==> run_1/detail.png <==
Bar = 5 um. Region (99, 143) to (119, 163) um. Cells in gray, sequential cells in the stronger gray; small squares are vias.
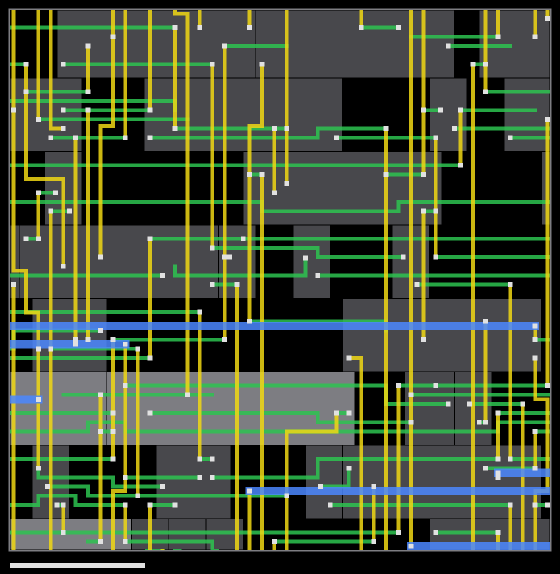
==> run_1/flops_by_reg.png <==
Bar = 50 um. Other sequential cells in the stronger gray, the rest of the logic in the fainter gray.
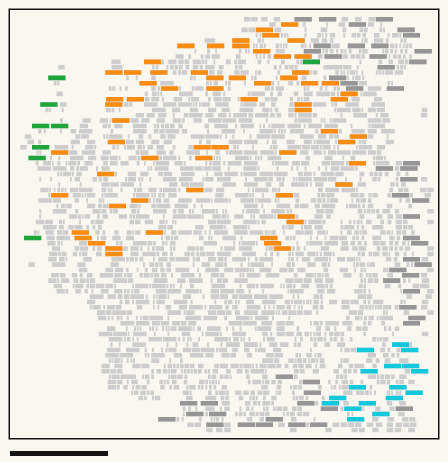
==> run_1/congestion.png <==
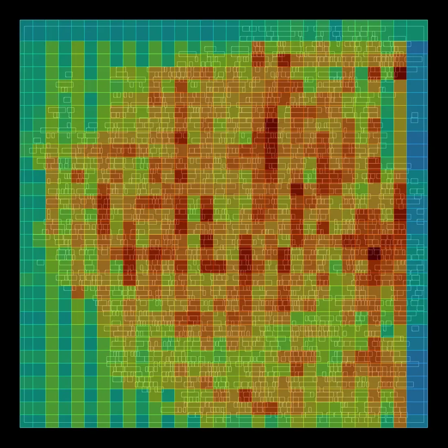
==> run_1/logic_types.png <==
Bar = 50 um.
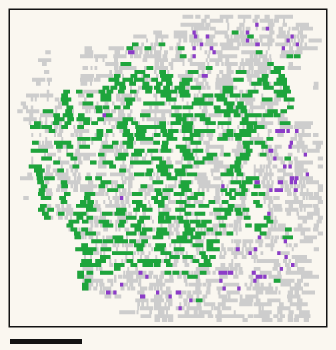
--- config.mk ---
export PLATFORM = sky130hd
export DESIGN_NAME = subpel_line_interpolator
export DESIGN_NICKNAME = d
export VERILOG_FILES = /design/src/rtl/interp_pkg.sv /design/src/rtl/interp_taps.sv /design/src/rtl/subpel_line_interpolator.sv
export SDC_FILE = /design/constraint.sdc
export NUM_CORES = 1
export LEC_CHECK = 0
export ABC_CLOCK_PERIOD_IN_PS = 10370
export CAP_MARGIN = 30
export CORE_MARGIN = 2
export CORE_UTILIZATION = 42
export CTS_BUF_LIST = sky130_fd_sc_hd__clkbuf_8
export DETAILED_ROUTE_END_ITERATION = 10
export PLACE_DENSITY = 0.6
export SYNTH_ARGS = -nofsm -noshare
export SYNTH_HDL_FRONTEND = slang
export SYNTH_SLANG_ARGS = --single-unit
--- constraint.sdc ---
create_clock -name clock -period 10.37 [get_ports clock]
set_clock_uncertainty 0.05 [all_clocks]
set_input_delay 2.074 -clock clock [delete_from_list [all_inputs] [get_ports clock]]
set_output_delay 2.074 -clock clock [all_outputs]
set_load 0.1 [all_outputs]
--- src/rtl/interp_pkg.sv ---
// rtl/interp_pkg.sv - shared filter taps, rounding constants and FSM states for the sub-pel interpolators
package interp_pkg;

  localparam int NTAPS       = 8;
  localparam int CENTER      = 3;
  localparam int ROUND_ADD   = 32;
  localparam int ROUND_SHIFT = 6;

  localparam int COEF_A [NTAPS] = '{-1, 4, -10, 58, 17, -5, 1, 0};
  localparam int COEF_B [NTAPS] = '{-1, 4, -11, 40, 40, -11, 4, -1};
  localparam int COEF_C [NTAPS] = '{0, 1, -5, 17, 58, -10, 4, -1};

  typedef enum logic [1:0] {IDLE, FILL, STREAM, FLUSH} interp_state_e;

endpackage

--- src/rtl/interp_taps.sv ---
// rtl/interp_taps.sv - combinational 8-tap quarter/half/three-quarter filter sums
module interp_taps import interp_pkg::*; #(
  parameter int PIX_W = 8,
  parameter int SUM_W = PIX_W + 9
) (
  input  logic [NTAPS-1:0][PIX_W-1:0] taps_i,
  output logic signed [SUM_W-1:0]     sum_a_o,
  output logic signed [SUM_W-1:0]     sum_b_o,
  output logic signed [SUM_W-1:0]     sum_c_o
);

  int acc_a;
  int acc_b;
  int acc_c;

  always_comb begin
    acc_a = 0;
    acc_b = 0;
    acc_c = 0;
    for (int i = 0; i < NTAPS; i++) begin
      acc_a += COEF_A[i] * int'(taps_i[i]);
      acc_b += COEF_B[i] * int'(taps_i[i]);
      acc_c += COEF_C[i] * int'(taps_i[i]);
    end
    sum_a_o = SUM_W'(acc_a);
    sum_b_o = SUM_W'(acc_b);
    sum_c_o = SUM_W'(acc_c);
  end

endmodule

--- src/rtl/subpel_line_interpolator.sv ---
// rtl/subpel_line_interpolator.sv - streaming 1-D sub-pel interpolator over one line with edge replication
module subpel_line_interpolator import interp_pkg::*; #(
  parameter int PIX_W  = 8,
  parameter int LINE_W = 16,
  parameter int OUT_W  = 17
) (
  input  logic                    clock,
  input  logic                    reset,
  input  logic                    mode,
  input  logic                    in_valid,
  output logic                    in_ready,
  input  logic [PIX_W-1:0]        in_pix,
  output logic                    out_valid,
  input  logic                    out_ready,
  output logic [PIX_W-1:0]        out_full,
  output logic signed [OUT_W-1:0] out_a,
  output logic signed [OUT_W-1:0] out_b,
  output logic signed [OUT_W-1:0] out_c,
  output logic                    out_last
);

  localparam int SUM_W = PIX_W + 9;
  localparam int CNT_W = $clog2(LINE_W + 4);
  localparam logic [CNT_W-1:0] FIRST_RES = CNT_W'(4);
  localparam logic [CNT_W-1:0] LAST_RES  = CNT_W'(LINE_W + 3);
  localparam logic [CNT_W-1:0] LAST_PIX  = CNT_W'(LINE_W - 1);
  localparam logic signed [SUM_W-1:0] PIX_MAX = SUM_W'((1 << PIX_W) - 1);

  interp_state_e state_q, state_d;
  logic [NTAPS-1:0][PIX_W-1:0] win_q, win_d;
  logic [CNT_W-1:0] pix_cnt_q, pix_cnt_d, adv_cnt_q, adv_cnt_d;
  logic [2:0] pad_cnt_q, pad_cnt_d;
  logic mode_q, mode_d;
  logic win_ok_q, win_ok_d, win_last_q, win_last_d;
  logic out_valid_q, out_valid_d, out_last_q, out_last_d;
  logic [PIX_W-1:0] full_q, full_d;
  logic signed [OUT_W-1:0] a_q, a_d, b_q, b_d, c_q, c_d;
  logic signed [SUM_W-1:0] sum_a, sum_b, sum_c;
  logic stall, accept, pad, adv;

  function automatic logic signed [OUT_W-1:0] fmt(input logic signed [SUM_W-1:0] s, input logic raw);
    logic signed [SUM_W-1:0] r;
    r = (s + SUM_W'(ROUND_ADD)) >>> ROUND_SHIFT;
    if (raw)            return OUT_W'(s);
    if (r[SUM_W-1])     return '0;
    if (r > PIX_MAX)    return OUT_W'(PIX_MAX);
    return OUT_W'(r);
  endfunction

  interp_taps #(.PIX_W(PIX_W), .SUM_W(SUM_W)) u_taps (
    .taps_i  (win_q),
    .sum_a_o (sum_a),
    .sum_b_o (sum_b),
    .sum_c_o (sum_c)
  );

  // A pending unaccepted result freezes the whole pipeline, including pad injection.
  assign stall    = out_valid_q && !out_ready;
  assign in_ready = !reset && !stall && (state_q != FLUSH);
  assign accept   = in_valid && in_ready;
  assign pad      = (state_q == FLUSH) && !stall && (pad_cnt_q != 3'd4);
  assign adv      = accept || pad;

  always_comb begin
    state_d     = state_q;
    win_d       = win_q;
    pix_cnt_d   = pix_cnt_q;
    adv_cnt_d   = adv_cnt_q;
    pad_cnt_d   = pad_cnt_q;
    mode_d      = mode_q;
    win_ok_d    = win_ok_q;
    win_last_d  = win_last_q;
    out_valid_d = out_valid_q;
    out_last_d  = out_last_q;
    full_d      = full_q;
    a_d         = a_q;
    b_d         = b_q;
    c_d         = c_q;

    if (adv) begin
      if (state_q == IDLE) begin
        // Whole window takes p0; after four more shifts w[0..3] still hold p0.
        win_d     = {NTAPS{in_pix}};
        adv_cnt_d = '0;
        pix_cnt_d = CNT_W'(1);
        pad_cnt_d = '0;
        mode_d    = mode;
        state_d   = FILL;
      end else begin
        win_d     = {(accept ? in_pix : win_q[NTAPS-1]), win_q[NTAPS-1:1]};
        adv_cnt_d = adv_cnt_q + 1'b1;
        if (accept) pix_cnt_d = pix_cnt_q + 1'b1;
        if (pad)    pad_cnt_d = pad_cnt_q + 1'b1;
        if (accept && (pix_cnt_q == LAST_PIX))
          state_d = FLUSH;
        else if ((state_q == FILL) && (adv_cnt_d == FIRST_RES))
          state_d = STREAM;
      end
    end

    if ((state_q == FLUSH) && (pad_cnt_q == 3'd4) && out_valid_q && out_last_q && out_ready)
      state_d = IDLE;

    if (!stall) begin
      win_ok_d    = adv && (state_q != IDLE) && (adv_cnt_d >= FIRST_RES);
      win_last_d  = adv && (state_q != IDLE) && (adv_cnt_d == LAST_RES);
      out_valid_d = win_ok_q;
      out_last_d  = win_ok_q && win_last_q;
      if (win_ok_q) begin
        full_d = win_q[CENTER];
        a_d    = fmt(sum_a, mode_q);
        b_d    = fmt(sum_b, mode_q);
        c_d    = fmt(sum_c, mode_q);
      end
    end
  end

  always_ff @(posedge clock or posedge reset) begin
    if (reset) begin
      state_q     <= IDLE;
      win_q       <= '0;
      pix_cnt_q   <= '0;
      adv_cnt_q   <= '0;
      pad_cnt_q   <= '0;
      mode_q      <= 1'b0;
      win_ok_q    <= 1'b0;
      win_last_q  <= 1'b0;
      out_valid_q <= 1'b0;
      out_last_q  <= 1'b0;
      full_q      <= '0;
      a_q         <= '0;
      b_q         <= '0;
      c_q         <= '0;
    end else begin
      state_q     <= state_d;
      win_q       <= win_d;
      pix_cnt_q   <= pix_cnt_d;
      adv_cnt_q   <= adv_cnt_d;
      pad_cnt_q   <= pad_cnt_d;
      mode_q      <= mode_d;
      win_ok_q    <= win_ok_d;
      win_last_q  <= win_last_d;
      out_valid_q <= out_valid_d;
      out_last_q  <= out_last_d;
      full_q      <= full_d;
      a_q         <= a_d;
      b_q         <= b_d;
      c_q         <= c_d;
    end
  end

  assign out_valid = out_valid_q;
  assign out_last  = out_last_q;
  assign out_full  = full_q;
  assign out_a     = a_q;
  assign out_b     = b_q;
  assign out_c     = c_q;

endmodule
==> results.json, run 1 <==
{
  "yosys.stat.chipArea_sq_um": 19300,
  "rsz0062_at_grt": "false",
  "start_kind": "register",
  "design.core.area_sq_um": 45400,
  "drive_above_1_share_pct": 3.55,
  "placed_cells_incl_taps": 2680,
  "crit_path_max_incr_delay_ns": 0.69,
  "yosysTopAreaCell": "sky130_fd_sc_hd__fa_1",
  "synthDominantCellAreaShare_pct": 22.6,
  "synth_nets": 2558,
  "area_growth_syn_to_layout_pct": 9.39,
  "worst-endpoint-arrival_ns": 9.03,
  "num-nets-final": 2608,
  "run_status": "completed",
  "via_count_of_the_routed_design": 14900,
  "compound_area_share_pct": 15.5,
  "most_common_cell": "sky130_fd_sc_hd__inv_1",
  "synth.top_cells.by_area": "sky130_fd_sc_hd__fa_1 (23%), sky130_fd_sc_hd__dfrtp_1 (19%), sky130_fd_sc_hd__ha_1 (18%)",
  "avgViaCountPerCell": 5.48,
  "final_antenna_net_count": 0,
  "core.rowCount": 78,
  "floorplan.die.height_um": 218,
  "hold_violations": 0,
  "post_synth_tally_of_flip_flops_with_integrated_enable": 0,
  "postCtsSetupBuffers": 0,
  "first_global_vias": 15000,
  "top_logic_kind": "adder cells",
  "critical_path.max_fanout": 6,
  "clock-root-buffer": "sky130_fd_sc_hd__clkbuf_8",
  "drv_slew": 0,
  "grt_util_all_layers_pct": 24.1,
  "max-slew-margin-rel_pct": 31.6,
  "synth.cellmix.adderShare_pct": 40.6,
  "detailed_place_hpwl_mm": 46.7,
  "drt-pass1-iter-count": 5,
  "common_cells": "sky130_fd_sc_hd__inv_1 (377), sky130_fd_sc_hd__ha_1 (277), sky130_fd_sc_hd__fa_1 (218)",
  "timing.final.setup_violations": 0,
  "grt_pass1_wl_mm": 85.9,
  "clk_latency_ns": 0.59,
  "cts_resized": 0,
  "antenna_violations_before_repair": 0,
  "overflow": 0,
  "htree_num_levels": 4,
  "setup_total_negative_slack_ns": 0,
  "ys.flops": 143,
  "clock_sink_count": 143,
  "cap_violations": 0,
  "synth-xor-area-share_pct": 6.40,
  "chip_area_sq_um": 47600,
  "period_needed_ns": 8.58,
  "synthesis.area_sq_um": 19300,
  "place_worst_setup_slack_ns": 1.77
}
Notes on detail.png above:
legend:
  metal 2:
    color: yellow
  metal 1:
    color: green
  metal 3:
    color: blue
most frequent: inv_1 (8), fa_1 (7), a211oi_1 (3)
cells with their middle in the window: 20
netlist names of flops here include: win_q (1)
sequential cells in the window: 1

Notes on flops_by_reg.png above:
legend:
  out_full:
    color: green
    flops: 8
    where: top left
  out_b:
    color: cyan
    flops: 17
    where: bottom right
  win_q:
    color: orange
    flops: 64
not colored: 54

Notes on congestion.png above:
GR Util met1: 32.4%
global routing usage on met2: 38.4%
M3 GR Usage: 4.91%
routing layer with the top usage in global route: met2

Notes on logic_types.png above:
legend:
  AND and OR gates:
    color: purple
    cells: 78
  adder and majority cells:
    color: green
    cells: 495
    most_used: ha_1
most common cell after layout, fill and taps aside: sky130_fd_sc_hd__inv_1
fin cells: 2713
combinational fraction of the cell area: 66.7%

## run 1: flip-flops by register name, summed over array words and instances, names as in the netlist, 3 cells and up
register   count
pix_cnt_q      5
adv_cnt_q      5
out_c         17
out_full       8
out_a         17
out_b         17
win_q         64
pad_cnt_q      3
## run 1: layout by cell type (no fill, tap or decap), types with 6 or more instances in the layout
master                            count
sky130_fd_sc_hd__a21oi_1            153
sky130_fd_sc_hd__o21ai_0             76
sky130_fd_sc_hd__nor2b_1             20
sky130_fd_sc_hd__nand3_1             23
sky130_fd_sc_hd__fa_1               218
sky130_fd_sc_hd__inv_1              376
sky130_fd_sc_hd__a22oi_1             25
sky130_fd_sc_hd__xor2_1              39
sky130_fd_sc_hd__nor3_1              23
sky130_fd_sc_hd__dfrtp_1            143
sky130_fd_sc_hd__xnor2_1             93
sky130_fd_sc_hd__clkdlybuf4s50_1     74
sky130_fd_sc_hd__o21bai_1            23
sky130_fd_sc_hd__a22o_1              13
sky130_fd_sc_hd__buf_4                8
sky130_fd_sc_hd__clkbuf_8            17
sky130_fd_sc_hd__nor3b_1              9
sky130_fd_sc_hd__nor2_1              72
sky130_fd_sc_hd__and3_1              18
sky130_fd_sc_hd__o21ai_1              7
sky130_fd_sc_hd__and2_1              18
sky130_fd_sc_hd__o22ai_1              6
sky130_fd_sc_hd__nand2b_1            18
sky130_fd_sc_hd__ha_1               277
sky130_fd_sc_hd__a31oi_1              9
sky130_fd_sc_hd__or2_2                6
sky130_fd_sc_hd__o211ai_1             6
sky130_fd_sc_hd__a211oi_1            58
sky130_fd_sc_hd__nand2_1            105
sky130_fd_sc_hd__o21a_1              14
sky130_fd_sc_hd__or3_1               13
sky130_fd_sc_hd__a21o_1              30
sky130_fd_sc_hd__nand4_1              9
## run 1: worst max-delay path: cells and delay by family (launching register included)
| family | cells | cell delay, ns |
|---|---|---|
| compound gates | 7 | 1.55 |
| fa+ha+maj | 9 | 4.02 |
| buf+inv | 5 | 0.47 |
| flops | 1 | 0.43 |
| simple gates | 7 | 1.97 |
## run 1: final cells by class
type / count / area [sq um]
fillers: 4376 / 24300
multi-input cells: 1475 / 14100
flip-flops and latches: 143 / 3580
inverters: 380 / 1440
repair buffers: 83 / 828
well taps: 600 / 751
clock buffers: 17 / 234
clock inverters: 15 / 186
## run 1: worst paths after layout
check	start	endpoint	slack (ns)	depth (start not counted)
setup / recovery	win_q[17]	out_b[4]	1.79	28
hold / removal	out_c[14]	out_c[14]	0.44	2
setup reg to reg	win_q[17]	out_b[4]	1.79	28
hold reg to reg	out_c[14]	out_c[14]	0.44	2
max in group asynchronous	reset	out_full[6]	7.35	4
min in group asynchronous	reset	adv_cnt_q[0]	1.91	2
## run 1: per-stage QoR
stage | util [%] | hold WS, ns
floorplan | - | 0.416
global placement | 45.5 | 0.414
detailed placement | 45.5 | 0.421
CTS | 46.4 | 0.444
global route | 46.5 | 0.472
finish | 46.5 | 0.437
==> run 2: changes to the inputs <==
ABC_CLOCK_PERIOD_IN_PS = 8690   (was 10370)
clock period = 8.69 ns   (was 10.37 ns; I/O delays follow)
==> run_2/wires.png <==
Bar = 50 um.
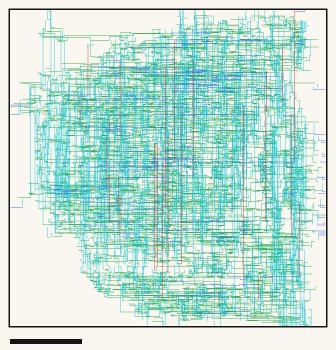
legend:
  metal 4:
    color: red
    wire_length: 1480 um
  metal 2:
    color: cyan
    wire_length: 26.9 mm
  metal 1:
    color: green
    wire_length: 25.8 mm
  metal 3:
    color: blue
    wire_length: 2420 um
average detailed-routed wire length per instance: 20.7 um
Total GRT Usage: 24.6%

==> run_2/detail.png <==
Bar = 5 um. Region (99, 143) to (119, 163) um. Cells in gray, sequential cells in the stronger gray; small squares are vias.
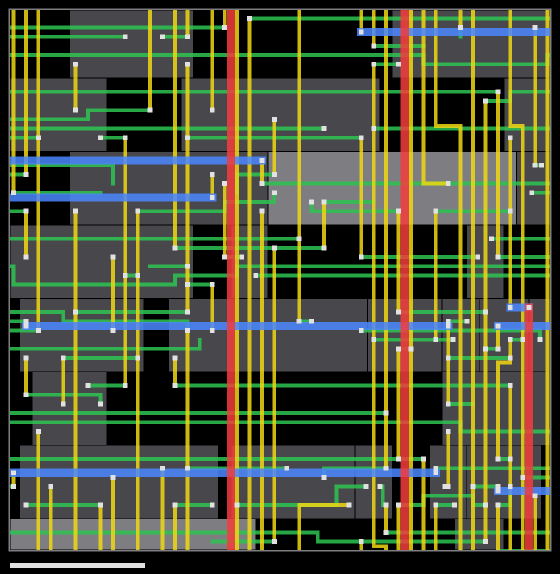
legend:
  metal 2:
    color: yellow
  metal 3:
    color: blue
  metal 4:
    color: red
  metal 1:
    color: green
most frequent: inv_1 (7), fa_1 (7), ha_1 (4)
cells with their middle in the window: 23
sequential cells in the window: 1
netlist names of flops here include: win_q (1)

==> results.json, run 2 <==
{
  "synth-warning-count": 0,
  "drv_slew": 0,
  "post_synthesis_cell_count": 2050,
  "critical_path.reg2reg.startpoint": "win_q[41]",
  "synth_nets": 2558,
  "period_used_pct": 96.5,
  "overflow": 0,
  "num-nets-final": 2633,
  "post_synth_tally_of_flip_flops_with_integrated_enable": 0,
  "top_level_pins": 75,
  "largest_net_degree_at_the_start_of_global_routing": 79,
  "crit_path_max_incr_delay_ns": 0.59,
  "common_cells": "sky130_fd_sc_hd__inv_1 (377), sky130_fd_sc_hd__ha_1 (277), sky130_fd_sc_hd__fa_1 (218)",
  "fin_ws_ns": 0.301,
  "cts_tree": "yes",
  "first_global_vias": 15100,
  "worst-endpoint-arrival_ns": 8.82,
  "worst_r2r_endpoint": "out_b[4]",
  "regToRegSetupSlack_ns": 0.30,
  "run_status": "completed",
  "critical_path.max_fanout": 8,
  "htree_num_levels": 4,
  "hold_depth": 2,
  "postSynth.asyncResetShare_pct": 100,
  "warning_count": 43,
  "cap_violations": 0,
  "drt-pass1-iter-count": 6,
  "hold_path_end": "out_c[14]",
  "worst_slew_pin_slew_ns": 1.02,
  "mostFrequentLayoutCell": "sky130_fd_sc_hd__inv_1",
  "critical_path_class": "register to register",
  "worst-path-buf-inv": 4,
  "period_needed_ns": 8.39,
  "register_with_the_highest_flop_count": "win_q",
  "wirelength_mm": 56.7,
  "chip_area_sq_um": 47600,
  "synth.top_cells.by_area": "sky130_fd_sc_hd__fa_1 (23%), sky130_fd_sc_hd__dfrtp_1 (19%), sky130_fd_sc_hd__ha_1 (18%)",
  "place_worst_setup_slack_ns": 0.139,
  "yosysTopAreaCell": "sky130_fd_sc_hd__fa_1",
  "final_cell_mix": "sky130_fd_sc_hd__inv_1 (376), sky130_fd_sc_hd__ha_1 (276), sky130_fd_sc_hd__fa_1 (218)",
  "grt_pass1_wl_mm": 87.8,
  "core.rowCount": 78,
  "avgViaCountPerCell": 5.45,
  "drc_errors": 0,
  "clock_sink_count": 143,
  "buffers_from_clock_root_to_sink_at_most": 2,
  "clock-root-buffer": "sky130_fd_sc_hd__clkbuf_8",
  "via_count_of_the_routed_design": 14900,
  "area_growth_syn_to_layout_pct": 10.4,
  "critPathTopFamily": "adder cells",
  "clk_latency_ns": 0.58,
  "synth-main-ff-cell": "sky130_fd_sc_hd__dfrtp_1",
  "largest_register_ffs": 64,
  "final_antenna_net_count": 0,
  "worst_case_reg_to_reg_path_depth": 26,
  "most_common_cell": "sky130_fd_sc_hd__inv_1",
  "synthDominantCellAreaShare_pct": 22.6,
  "antenna_violations_before_repair": 0,
  "ys.flops": 143,
  "synthesis.area_sq_um": 19300,
  "hold_ws_ns": 0.435,
  "seq_area_frac_synth_pct": 18.6,
  "antennaDiodeCount": 0,
  "detailed_place_hpwl_mm": 47.5,
  "design.core.area_sq_um": 45400,
  "start_kind": "register",
  "hold_violations": 0,
  "drive_above_1_share_pct": 4.96,
  "worst_setup_hold_path_clk_slew_ns": 0.12,
  "timing.final.setup_violations": 0,
  "max-slew-margin-rel_pct": 31.8,
  "hold_path_start": "out_c[14]",
  "floorplan.die.height_um": 218,
  "yosys.stat.chipArea_sq_um": 19300,
  "initialDrtViolationCount": 1157
}
==> run_2/congestion.png <==
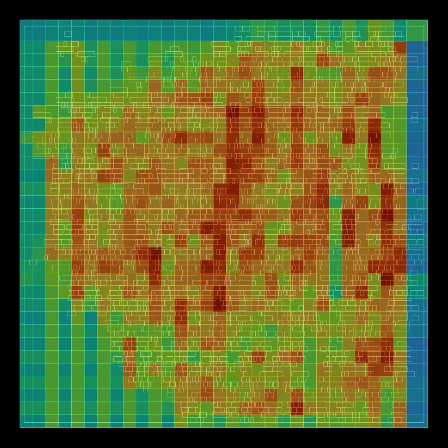
global routing usage on met2: 40.0%
GR Util met1: 33.8%
M3 GR Usage: 3.30%

==> run 2: cell counts after synthesis <==
No cell type changed its count.
==> run 2: logic make-up after synthesis <==
logic type      synth area share (%)
flops                           18.6
xor+xnor                        6.40
fa+ha+maj                       40.6
compound gates                  15.5
mux                            0.396
simple gates                    10.0
buf+inv                         8.46
==> run 2: worst reg2reg max path, stage by stage, from the launching register on <==
cell                      delay, ns
sky130_fd_sc_hd__dfrtp_1       0.47
sky130_fd_sc_hd__inv_1         0.14
sky130_fd_sc_hd__ha_1          0.37
sky130_fd_sc_hd__fa_1          0.48
sky130_fd_sc_hd__fa_1          0.51
sky130_fd_sc_hd__ha_1          0.30
sky130_fd_sc_hd__a21o_1        0.18
sky130_fd_sc_hd__a21o_1        0.21
sky130_fd_sc_hd__a21oi_1       0.16
sky130_fd_sc_hd__o21ai_0       0.12
sky130_fd_sc_hd__xnor2_1       0.19
sky130_fd_sc_hd__fa_1          0.52
sky130_fd_sc_hd__inv_1         0.05
sky130_fd_sc_hd__fa_1          0.47
sky130_fd_sc_hd__inv_1         0.05
sky130_fd_sc_hd__fa_1          0.50
sky130_fd_sc_hd__fa_1          0.54
sky130_fd_sc_hd__inv_1         0.05
sky130_fd_sc_hd__ha_1          0.28
sky130_fd_sc_hd__or4_1         0.59
sky130_fd_sc_hd__o21ai_0       0.23
sky130_fd_sc_hd__xnor2_1       0.23
sky130_fd_sc_hd__nand4_2       0.20
sky130_fd_sc_hd__or4_4         0.49
sky130_fd_sc_hd__or3_1         0.36
sky130_fd_sc_hd__mux2_4        0.33
sky130_fd_sc_hd__a32oi_1       0.19
==> run 2: metrics by stage <==
step / instances / area (sq um) / util (%) / setup TNS [ns]
CTS: 2737 / 21200 / 46.8 / 0
global placement: 2705 / 20800 / 45.9 / 0
global route: 2738 / 21300 / 46.9 / -0.0102
detailed placement: 2705 / 20800 / 45.9 / 0
finish: 2738 / 21300 / 46.9 / 0
floorplan: 2050 / 19300 / - / 0
==> run 2: cell type report <==
class	instances	area [sq um]
Fill cell	4325	24100
Multi-Input combinational cell	1475	14100
Sequential cell	143	3580
Inverter	380	1440
Timing Repair Buffer	108	996
Tap cell	600	751
Clock buffer	17	234
Clock inverter	15	189
==> run 2: repair_timing <==
item	in CTS	in global routing
resized	0	7
buffers inserted	0	1
endpoints found under the setup margin	0	12
==> run 2: routing by layer <==
layer,global-route usage [%],vias up,routed length (um)
met5,0,-,0
met4,8.14,0,1480
met3,3.30,58,2420
met2,40.0,342,26900
met1,33.8,7504,25800
li1,-,7022,-
==> run 2: how the worst max path moves through the flow <==
stage                         start  endpoint  depth (start not counted)
final                     win_q[41]  out_b[4]                         26
after global routing      win_q[41]  out_b[4]                         26
after CTS                 win_q[17]  out_b[4]                         28
after detailed placement  win_q[17]  out_b[4]                         28
after global placement    win_q[17]  out_b[4]                         25
after floorplan           win_q[17]  out_b[0]                         26
==> run 3: changes to the inputs <==
CORE_ASPECT_RATIO = 1.75   (was not set)
GPL_TIMING_DRIVEN = 0   (was not set)
==> run_3/congestion.png <==
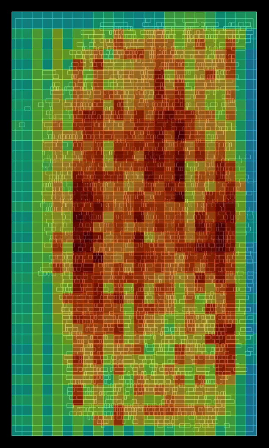
global routing usage on met2: 46.2%
GR Util met1: 25.8%
Total GRT Usage: 25.6%

==> run_3/wires.png <==
Bar = 50 um.
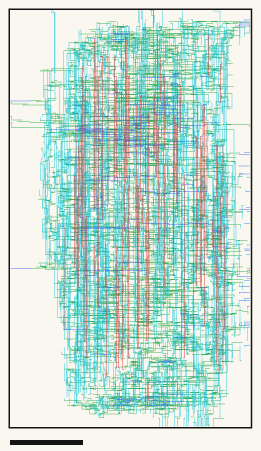
legend:
  metal 4:
    color: red
    wire_length: 6200 um
  metal 3:
    color: blue
    wire_length: 1910 um
  metal 2:
    color: cyan
    wire_length: 31.5 mm
  metal 1:
    color: green
    wire_length: 21.2 mm

==> results.json, run 3 <==
{
  "run_status": "completed",
  "synth_nets": 2558,
  "antenna_violations_before_repair": 1,
  "warning_count": 46,
  "start_kind": "register",
  "max-slew-margin-rel_pct": 31.8,
  "top_level_pins": 75,
  "first_global_vias": 16000,
  "synth.cellmix.adderShare_pct": 40.6,
  "synth.top_cells.by_area": "sky130_fd_sc_hd__fa_1 (23%), sky130_fd_sc_hd__dfrtp_1 (19%), sky130_fd_sc_hd__ha_1 (18%)",
  "ys_sh_mux_pct": 0.396,
  "timing.final.setup_violations": 0,
  "top_logic_kind": "adder cells",
  "seq_area_frac_synth_pct": 18.6,
  "final_area_sq_um": 21500,
  "mostFrequentLayoutCell": "sky130_fd_sc_hd__inv_1",
  "clk_latency_ns": 0.51,
  "synth-main-ff-cell": "sky130_fd_sc_hd__dfrtp_1",
  "largest_net_degree_at_the_start_of_global_routing": 83,
  "yosysTopAreaCell": "sky130_fd_sc_hd__fa_1",
  "overflow": 0,
  "htree_num_levels": 4,
  "clock-root-buffer": "sky130_fd_sc_hd__clkbuf_8",
  "wirelength_mm": 60.8,
  "regToRegSetupSlack_ns": 0.25,
  "synthDominantCellAreaShare_pct": 22.6,
  "most_common_cell": "sky130_fd_sc_hd__inv_1",
  "design.core.area_sq_um": 45200,
  "largest_register_ffs": 64,
  "cap_violations": 0,
  "worst_slew_pin_slew_ns": 1.02,
  "cts_tree": "yes",
  "synthesis.area_sq_um": 19300,
  "via_count_of_the_routed_design": 15300,
  "drt-wirelength-per-cell_um": 22.2,
  "synth-warning-count": 0,
  "period_used_pct": 97.1,
  "hold_violations": 0,
  "clock_sink_count": 143,
  "synth-xor-area-share_pct": 6.40,
  "chip_area_sq_um": 47700,
  "worst_case_reg_to_reg_path_depth": 27,
  "buffers_from_clock_root_to_sink_at_most": 2,
  "detailed_place_hpwl_mm": 52.1,
  "drive_above_1_share_pct": 4.89,
  "hold_depth": 2,
  "avgViaCountPerCell": 5.58,
  "period_needed_ns": 8.44,
  "ys.flops": 143,
  "worst_r2r_endpoint": "out_b[4]",
  "register_with_the_highest_flop_count": "win_q",
  "worst-endpoint-arrival_ns": 8.80,
  "cts_resized": 5,
  "post_synthesis_cell_count": 2050,
  "final_cell_mix": "sky130_fd_sc_hd__inv_1 (375), sky130_fd_sc_hd__ha_1 (277), sky130_fd_sc_hd__fa_1 (218)",
  "drc_errors": 0,
  "hold_path_end": "out_c[15]",
  "n_fill_cell": 4280,
  "finish.utilization_pct": 47.5,
  "core.rowCount": 103,
  "floorplan.die.height_um": 287,
  "postSynth.asyncResetShare_pct": 100,
  "num-nets-final": 2661,
  "drv_slew": 0,
  "synth.avg_cell_area_sq_um": 9.40,
  "grt_pass1_wl_mm": 91.7,
  "area_growth_syn_to_layout_pct": 11.4,
  "postCtsSetupBuffers": 0,
  "compound_area_share_pct": 15.5,
  "yosys.stat.chipArea_sq_um": 19300,
  "drt-pass1-iter-count": 5,
  "worst_setup_hold_path_clk_slew_ns": 0.10,
  "common_cells": "sky130_fd_sc_hd__inv_1 (377), sky130_fd_sc_hd__ha_1 (277), sky130_fd_sc_hd__fa_1 (218)",
  "synth-simple-area-share_pct": 10.0,
  "hold_path_start": "out_c[15]",
  "critical_path_class": "register to register",
  "critical_path.reg2reg.startpoint": "win_q[41]",
  "post_synth_tally_of_flip_flops_with_integrated_enable": 0,
  "initialDrtViolationCount": 975
}
==> run_3/logic_types.png <==
Bar = 50 um.
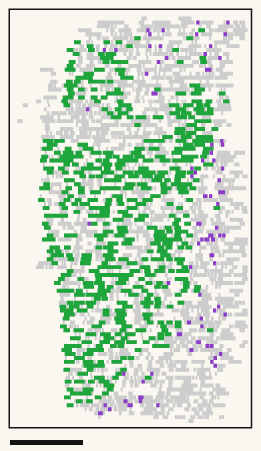
combinational fraction of the cell area: 66.3%
fin cells: 2744

[run 3: cell count changes in the layout (fill, tap and decap cells not counted), sizes merged]
cell / before / now
buf: 34 / 18
bufinv: 1 / 2
clkbuf: 17 / 61
diode: 0 / 1
inv: 387 / 386
[run 3: metal layers]
layer / wire, um / global-route usage (%) / up-vias
met2: 31500 / 46.2 / 448
met1: 21200 / 25.8 / 7614
met4: 6200 / 23.3 / 0
met3: 1910 / 2.74 / 182
li1: - / - / 7054
met5: 0 / 0 / -
[run 3: final cells by class]
type / count / area, sq um / share of cell area (%)
repair buffers: 84 / 866 / 4.03
multi-input cells: 1475 / 14200 / 66.3
well taps: 577 / 722 / 3.36
diodes: 1 / 2.50 / 0.0117
clock inverters: 15 / 195 / 0.909
plain buffers: 52 / 199 / 0.926
clock buffers: 17 / 234 / 1.09
inverters: 380 / 1440 / 6.69
flip-flops and latches: 143 / 3580 / 16.7
[run 3: stage by stage]
step	hold slack (ns)	TNS [ns]	cells	setup slack, ns
after floorplan	0.416	0	2050	0.787
after global placement	0.416	-20.53	2701	-1.35
after detailed placement	0.424	-2.48	2704	-0.272
after CTS	0.449	-0.0141	2736	-0.0141
after global routing	0.475	-0.0622	2744	-0.0162
final	0.442	0	2744	0.251
[run 3: critical path: stages, from the launching register on]
cell and delay, ns:
sky130_fd_sc_hd__dfrtp_2 0.48, sky130_fd_sc_hd__inv_1 0.23, sky130_fd_sc_hd__ha_1 0.33, sky130_fd_sc_hd__fa_1 0.48, sky130_fd_sc_hd__fa_1 0.51, sky130_fd_sc_hd__ha_1 0.30, sky130_fd_sc_hd__a21o_1 0.18, sky130_fd_sc_hd__a21o_1 0.21
sky130_fd_sc_hd__a21oi_1 0.18, sky130_fd_sc_hd__o21ai_0 0.13, sky130_fd_sc_hd__xnor2_1 0.19, sky130_fd_sc_hd__fa_1 0.53, sky130_fd_sc_hd__inv_1 0.05, sky130_fd_sc_hd__fa_1 0.47, sky130_fd_sc_hd__inv_1 0.05, sky130_fd_sc_hd__fa_1 0.49
sky130_fd_sc_hd__fa_1 0.54, sky130_fd_sc_hd__inv_1 0.05, sky130_fd_sc_hd__ha_1 0.26, sky130_fd_sc_hd__or4_1 0.59, sky130_fd_sc_hd__o2111ai_2 0.24, sky130_fd_sc_hd__nand2_1 0.10, sky130_fd_sc_hd__xnor2_1 0.18, sky130_fd_sc_hd__or4_1 0.51
sky130_fd_sc_hd__buf_2 0.16, sky130_fd_sc_hd__or3_1 0.34, sky130_fd_sc_hd__mux2_4 0.33, sky130_fd_sc_hd__a32oi_1 0.18
[run 3: how the worst max path moves through the flow]
stage          depth (start not counted)  slack (ns)      start  endpoint
3_5_place_dp                          26       -0.27  win_q[17]  out_b[4]
2_1_floorplan                         26        0.79  win_q[17]  out_b[0]
6_report                              27        0.25  win_q[41]  out_b[4]
3_3_place_gp                           4       -1.35      reset  in_ready
4_1_cts                               27       -0.01  win_q[17]  out_b[4]
5_1_grt                               25       -0.02  win_q[16]  out_b[4]
